`config.mk`:
```
export PLATFORM = sky130hd
export DESIGN_NAME = pc_sequencer
export DESIGN_NICKNAME = d
export VERILOG_FILES = /design/src/rtl/pc_seq_pkg.sv /design/src/rtl/ret_stack.sv /design/src/rtl/pc_sequencer.sv
export SDC_FILE = /design/constraint.sdc
export NUM_CORES = 1
export LEC_CHECK = 0
export ABC_AREA = 1
export CAP_MARGIN = 20
export CORE_UTILIZATION = 55
export DETAILED_ROUTE_END_ITERATION = 6
export GPL_ROUTABILITY_DRIVEN = 1
export GPL_TIMING_DRIVEN = 1
export PLACE_DENSITY_LB_ADDON = 0.2
export REMOVE_ABC_BUFFERS = 1
export SETUP_SLACK_MARGIN = 0.5
export SLEW_MARGIN = 20
export SYNTH_ARGS = -nofsm -noshare
export SYNTH_HDL_FRONTEND = slang
export SYNTH_HIERARCHICAL = 1
export SYNTH_SLANG_ARGS = --single-unit
```
`constraint.sdc`:
```
create_clock -name Clk -period 7.6 [get_ports Clk]
set_input_delay 0.76 -clock Clk [delete_from_list [all_inputs] [get_ports Clk]]
set_output_delay 0.76 -clock Clk [all_outputs]
set_load 0.005 [all_outputs]
```
`src/rtl/pc_seq_pkg.sv`:
```
// Shared types and helpers for the program-counter sequencer.
// The state encoding, default sizes and the program entry-point lookup all live here.
package pc_seq_pkg;

    typedef enum logic [1:0] {
        IDLE  = 2'd0,
        ARMED = 2'd1,
        RUN   = 2'd2,
        DONE  = 2'd3
    } pc_state_e;

    localparam int PC_W_DEF        = 11;
    localparam int TGT_W_DEF       = 8;
    localparam int NPROG_DEF       = 4;
    localparam int PROG_STRIDE_DEF = 256;
    localparam int STACK_DEPTH_DEF = 4;

    // Out-of-range selects fall back to program 0; the caller truncates to PC width.
    function automatic int unsigned prog_base(input int unsigned sel,
                                              input int unsigned nprog,
                                              input int unsigned stride);
        if (sel >= nprog) begin
            return 0;
        end
        return sel * stride;
    endfunction

endpackage

```
`src/rtl/ret_stack.sv`:
```
// Return-address LIFO: push/pop/clear take effect at the next posedge, and top/empty/full are live views of the stored state.
// Pushes while full and pops while empty are ignored; clear takes priority over push and pop.
module ret_stack #(
    parameter int W     = 11,
    parameter int DEPTH = 4
) (
    input  logic         clk,
    input  logic         rst_n,
    input  logic         clear,
    input  logic         push,
    input  logic         pop,
    input  logic [W-1:0] push_dat,
    output logic [W-1:0] top_dat,
    output logic         empty,
    output logic         full
);
    localparam int CNT_W = $clog2(DEPTH + 1);
    localparam int IDX_W = (DEPTH > 1) ? $clog2(DEPTH) : 1;

    logic [W-1:0]     mem_q [DEPTH];
    logic [CNT_W-1:0] count_q;

    assign empty   = (count_q == '0);
    assign full    = (count_q == CNT_W'(DEPTH));
    assign top_dat = mem_q[IDX_W'(count_q - CNT_W'(1))];

    always_ff @(posedge clk) begin
        if (!rst_n) begin
            count_q <= '0;
        end else if (clear) begin
            count_q <= '0;
        end else if (push && !full) begin
            count_q <= count_q + CNT_W'(1);
        end else if (pop && !empty) begin
            count_q <= count_q - CNT_W'(1);
        end
    end

    // Storage needs no reset: entries are only ever read below the count.
    always_ff @(posedge clk) begin
        if (push && !full && !clear) begin
            mem_q[IDX_W'(count_q)] <= push_dat;
        end
    end

endmodule

```
`src/rtl/pc_sequencer.sv`:
```
// Program counter with program start table, absolute jumps, call/return stack and halt/done FSM.
// ProgCtr and the status outputs are registered and change one cycle after the inputs that cause them; there is no flow control.
module pc_sequencer
    import pc_seq_pkg::*;
#(
    parameter int PC_W        = PC_W_DEF,
    parameter int TGT_W       = TGT_W_DEF,
    parameter int NPROG       = NPROG_DEF,
    parameter int PROG_STRIDE = PROG_STRIDE_DEF,
    parameter int STACK_DEPTH = STACK_DEPTH_DEF,
    parameter int PSEL_W      = (NPROG > 1) ? $clog2(NPROG) : 1
) (
    input  logic              Clk,
    input  logic              ResetN,
    input  logic              Start,
    input  logic [PSEL_W-1:0] ProgSel,
    input  logic              BranchEn,
    input  logic              ALU_flag,
    input  logic [TGT_W-1:0]  Target,
    input  logic              JumpAbs,
    input  logic [PC_W-1:0]   AbsTarget,
    input  logic              Call,
    input  logic              Ret,
    input  logic              Halt,
    output logic [PC_W-1:0]   ProgCtr,
    output logic              Running,
    output logic              Done,
    output logic              StackErr
);
    pc_state_e       state_q;
    logic [PC_W-1:0] pc_q;
    logic            running_q;
    logic            done_q;
    logic            stack_err_q;

    logic [PC_W-1:0] base_d;
    logic [PC_W-1:0] pc_inc;
    logic [PC_W-1:0] tgt_ext;
    logic [PC_W-1:0] pc_run_d;
    logic            run_err_d;
    logic            run_act;
    logic            stk_push;
    logic            stk_pop;
    logic            stk_clr;
    logic [PC_W-1:0] stk_top;
    logic            stk_empty;
    logic            stk_full;

    assign base_d  = PC_W'(prog_base(32'(ProgSel), NPROG, PROG_STRIDE));
    assign pc_inc  = pc_q + PC_W'(1);
    assign tgt_ext = PC_W'($signed(Target));

    // Stack only moves on a RUN cycle that is not pre-empted by restart or halt.
    assign run_act = (state_q == RUN) && !Start && !Halt;
    assign stk_clr = Start || (state_q == ARMED);

    always_comb begin
        pc_run_d  = pc_inc;
        run_err_d = 1'b0;
        stk_push  = 1'b0;
        stk_pop   = 1'b0;
        if (Call && Ret) begin
            run_err_d = 1'b1;
        end else if (Ret) begin
            if (!stk_empty) begin
                pc_run_d = stk_top;
                stk_pop  = run_act;
            end else begin
                run_err_d = 1'b1;
            end
        end else if (Call) begin
            pc_run_d = AbsTarget;
            if (!stk_full) begin
                stk_push = run_act;
            end else begin
                run_err_d = 1'b1;
            end
        end else if (JumpAbs) begin
            pc_run_d = AbsTarget;
        end else if (BranchEn && ALU_flag) begin
            pc_run_d = pc_q + tgt_ext;
        end
    end

    always_ff @(posedge Clk) begin
        if (!ResetN) begin
            state_q     <= IDLE;
            pc_q        <= '0;
            running_q   <= 1'b0;
            done_q      <= 1'b0;
            stack_err_q <= 1'b0;
        end else begin
            case (state_q)
                IDLE: begin
                    if (Start) begin
                        state_q <= ARMED;
                        pc_q    <= base_d;
                    end
                end
                ARMED: begin
                    stack_err_q <= 1'b0;
                    if (Start) begin
                        pc_q <= base_d;
                    end else begin
                        state_q   <= RUN;
                        running_q <= 1'b1;
                    end
                end
                RUN: begin
                    if (Start) begin
                        state_q   <= ARMED;
                        pc_q      <= base_d;
                        running_q <= 1'b0;
                    end else if (Halt) begin
                        state_q   <= DONE;
                        running_q <= 1'b0;
                        done_q    <= 1'b1;
                    end else begin
                        pc_q <= pc_run_d;
                        if (run_err_d) begin
                            stack_err_q <= 1'b1;
                        end
                    end
                end
                DONE: begin
                    if (Start) begin
                        state_q <= ARMED;
                        pc_q    <= base_d;
                        done_q  <= 1'b0;
                    end
                end
                default: begin
                    state_q <= IDLE;
                end
            endcase
        end
    end

    ret_stack #(
        .W     (PC_W),
        .DEPTH (STACK_DEPTH)
    ) u_ret_stack (
        .clk      (Clk),
        .rst_n    (ResetN),
        .clear    (stk_clr),
        .push     (stk_push),
        .pop      (stk_pop),
        .push_dat (pc_inc),
        .top_dat  (stk_top),
        .empty    (stk_empty),
        .full     (stk_full)
    );

    assign ProgCtr  = pc_q;
    assign Running  = running_q;
    assign Done     = done_q;
    assign StackErr = stack_err_q;

endmodule
```
Placed standard cells:
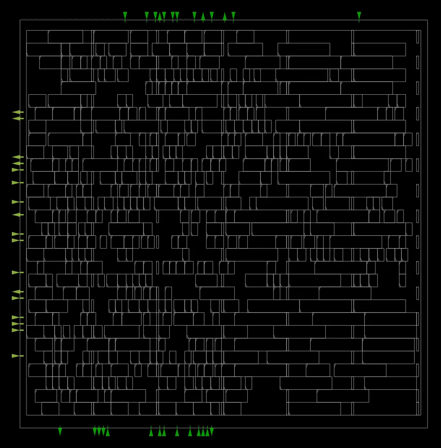
flop share of the area: 0.372
Core ar.: 0.00683 mm^2
well tap count: 96
Fill cells: 600
num rows: 30

Port wiring:
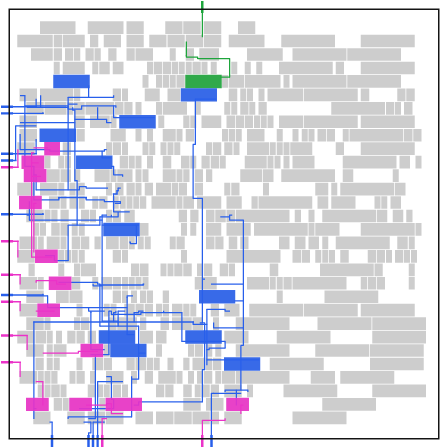
| color | port | direction | end cells | buffers | wire |
|---|---|---|---|---|---|
| green | `Running` | output | 1 | 1 | 22.9 um |
| blue | `ProgCtr` | output | 11 | 11 | 832 um |
| magenta | `Target` | input | 12 | 8 | 121 um |

Routed metal, one color a layer:
Bar = 20 um.
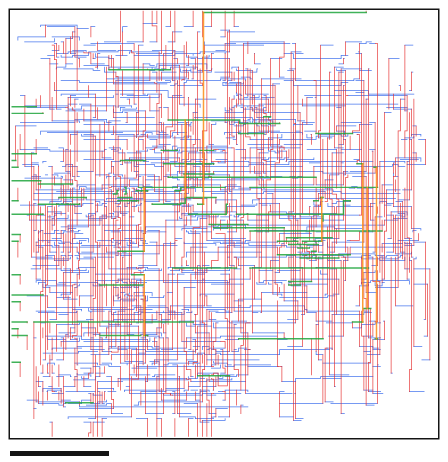
| color | layer | wire length |
|---|---|---|
| orange | metal 4 | 180 um |
| red | metal 2 | 5,260 um |
| green | metal 3 | 556 um |
| blue | metal 1 | 4,220 um |

==> flow_summary.json <==
{
  "status": "completed",
  "drt_iter0_markers": 197,
  "yosys_warnings": 6,
  "antenna_found_initial": 0,
  "logic_gates": 347,
  "path_clk_slew_ps": 80,
  "comb_share": 0.411,
  "antenna_cells": 0,
  "dp_hpwl_um": 7790,
  "vias_per_cell": 5.55,
  "synthCells": 484,
  "topCombFamilyByArea": "simple AND/OR/NAND/NOR gates",
  "post-place-ws_ps": 3970,
  "fin_crit_sh": 0.470,
  "ys_sh_simple": 0.213,
  "timing.hold.ws_ps": 498,
  "p_leak_nw": 1.81,
  "comb_area_mm2": 0.00188,
  "p_per_area_mw_per_mm2": 186,
  "syn_area_mm2": 0.00393,
  "num_vias": 3466,
  "cp_cell_sequence": "inv_2 -> ha_1 -> ha_1 -> nor2_1 -> inv_1 -> nor3_1 -> nand2_1 -> nand3_1 -> nand3_1 -> nand2_1 -> inv_1",
  "rsz0062_at_grt": "false",
  "post_cts_buffers": 0,
  "critical_path_class": "flip-flop to flip-flop",
  "min_to": "Done",
  "p_total_uw": 852,
  "setup_ws_ps": 4030,
  "cts_num_sinks": 63,
  "seq_cells": 63,
  "cts_tree": "built",
  "place_area_mm2": 0.00436,
  "lay_top_cells": "103 x nand2_1, 53 x inv_1, 47 x a21oi_1",
  "synth.top_cells.by_area": "edfxtp_1 34%, nand2_1 9.8%, dfxtp_1 9.7%, ha_1 6.7%, a21oi_1 6.0%"
}
Ports around the boundary:
Pins as bars across the die edge, other pins in gray.
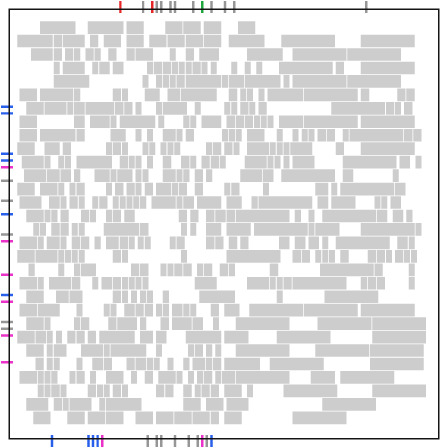
| color | port | pins | direction | edge |
|---|---|---|---|---|
| red | `ProgSel` | 2 | input | north |
| blue | `ProgCtr` | 11 | output | 6 west, 5 south |
| green | `Running` | 1 | output | north |
| magenta | `Target` | 8 | input | 6 west, 2 south |
all pins by edge: 17 west, 14 south, 13 north

Clock wires, drivers and flops:
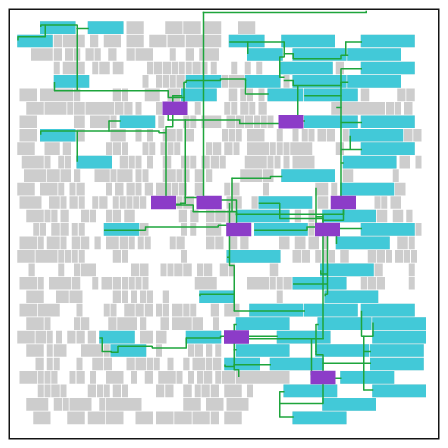
[green] clock wires | length: 823 um
[cyan] flip-flops | count: 63
[purple] clock drivers | count: 9
routed clock nets: 10

-- power by group --
part,switching (mW),leakage [nW],internal (mW),total (mW)
logic,0.0810,1.21,0.0579,0.139
clock network,0.141,0.103,0.185,0.326
registers,0.0117,0.500,0.376,0.387
-- cell usage after synthesis, drive strengths merged, types with 3 or more instances --
master and instances:
a21oi 51, xor2 4, ha 21, edfxtp 44, nand4 4, a31oi 3, o21bai 6, or2 3
nor2 50, nand3 24, nand2 109, o21ai 43, o211ai 4, buf 9, inv 59, o22ai 12
dfxtp 19, clkbuf 4, nor3 6
-- kinds of logic after synthesis --
group	after synthesis
xor gates and xnor gates	5
DFF	63
buffers and inverters	74
and+or+nand+nor	196
adders and majority gates	22
AOI/OAI and AO/OA	124
-- routing by layer --
metal | track usage | up-vias | share of wire
met2 | 0.529 | 136 | 0.52
met4 | 0.0909 | 0 | 0.018
met3 | 0.0448 | 16 | 0.054
met1 | 0.358 | 1595 | 0.41
li1 | - | 1719 | -
met5 | 0 | - | 0
-- sequential cells by signal (all words and copies together) (netlist names) --
name / cells
state_q: 2
StackErr: 1
Running: 1
Done: 1
u_ret_stack/count_q: 3
u_ret_stack/mem_q: 44
ProgCtr: 11
-- how the worst max path moves through the flow --
stage	start	endpoint	slack, ps	cells past startpoint
5_1_grt	u_ret_stack/count_q[0]	u_ret_stack/count_q[2]	3700	11
6_report	u_ret_stack/count_q[0]	u_ret_stack/count_q[2]	4030	11
3_3_place_gp	Ret	u_ret_stack/mem_q[0][6]	4070	8
4_1_cts	u_ret_stack/count_q[0]	u_ret_stack/count_q[2]	4050	11
2_1_floorplan	u_ret_stack/count_q[0]	u_ret_stack/count_q[2]	4680	11
3_5_place_dp	Ret	u_ret_stack/mem_q[2][8]	3970	8
Power figures rest on the tool's default switching activity, not on a simulated workload.
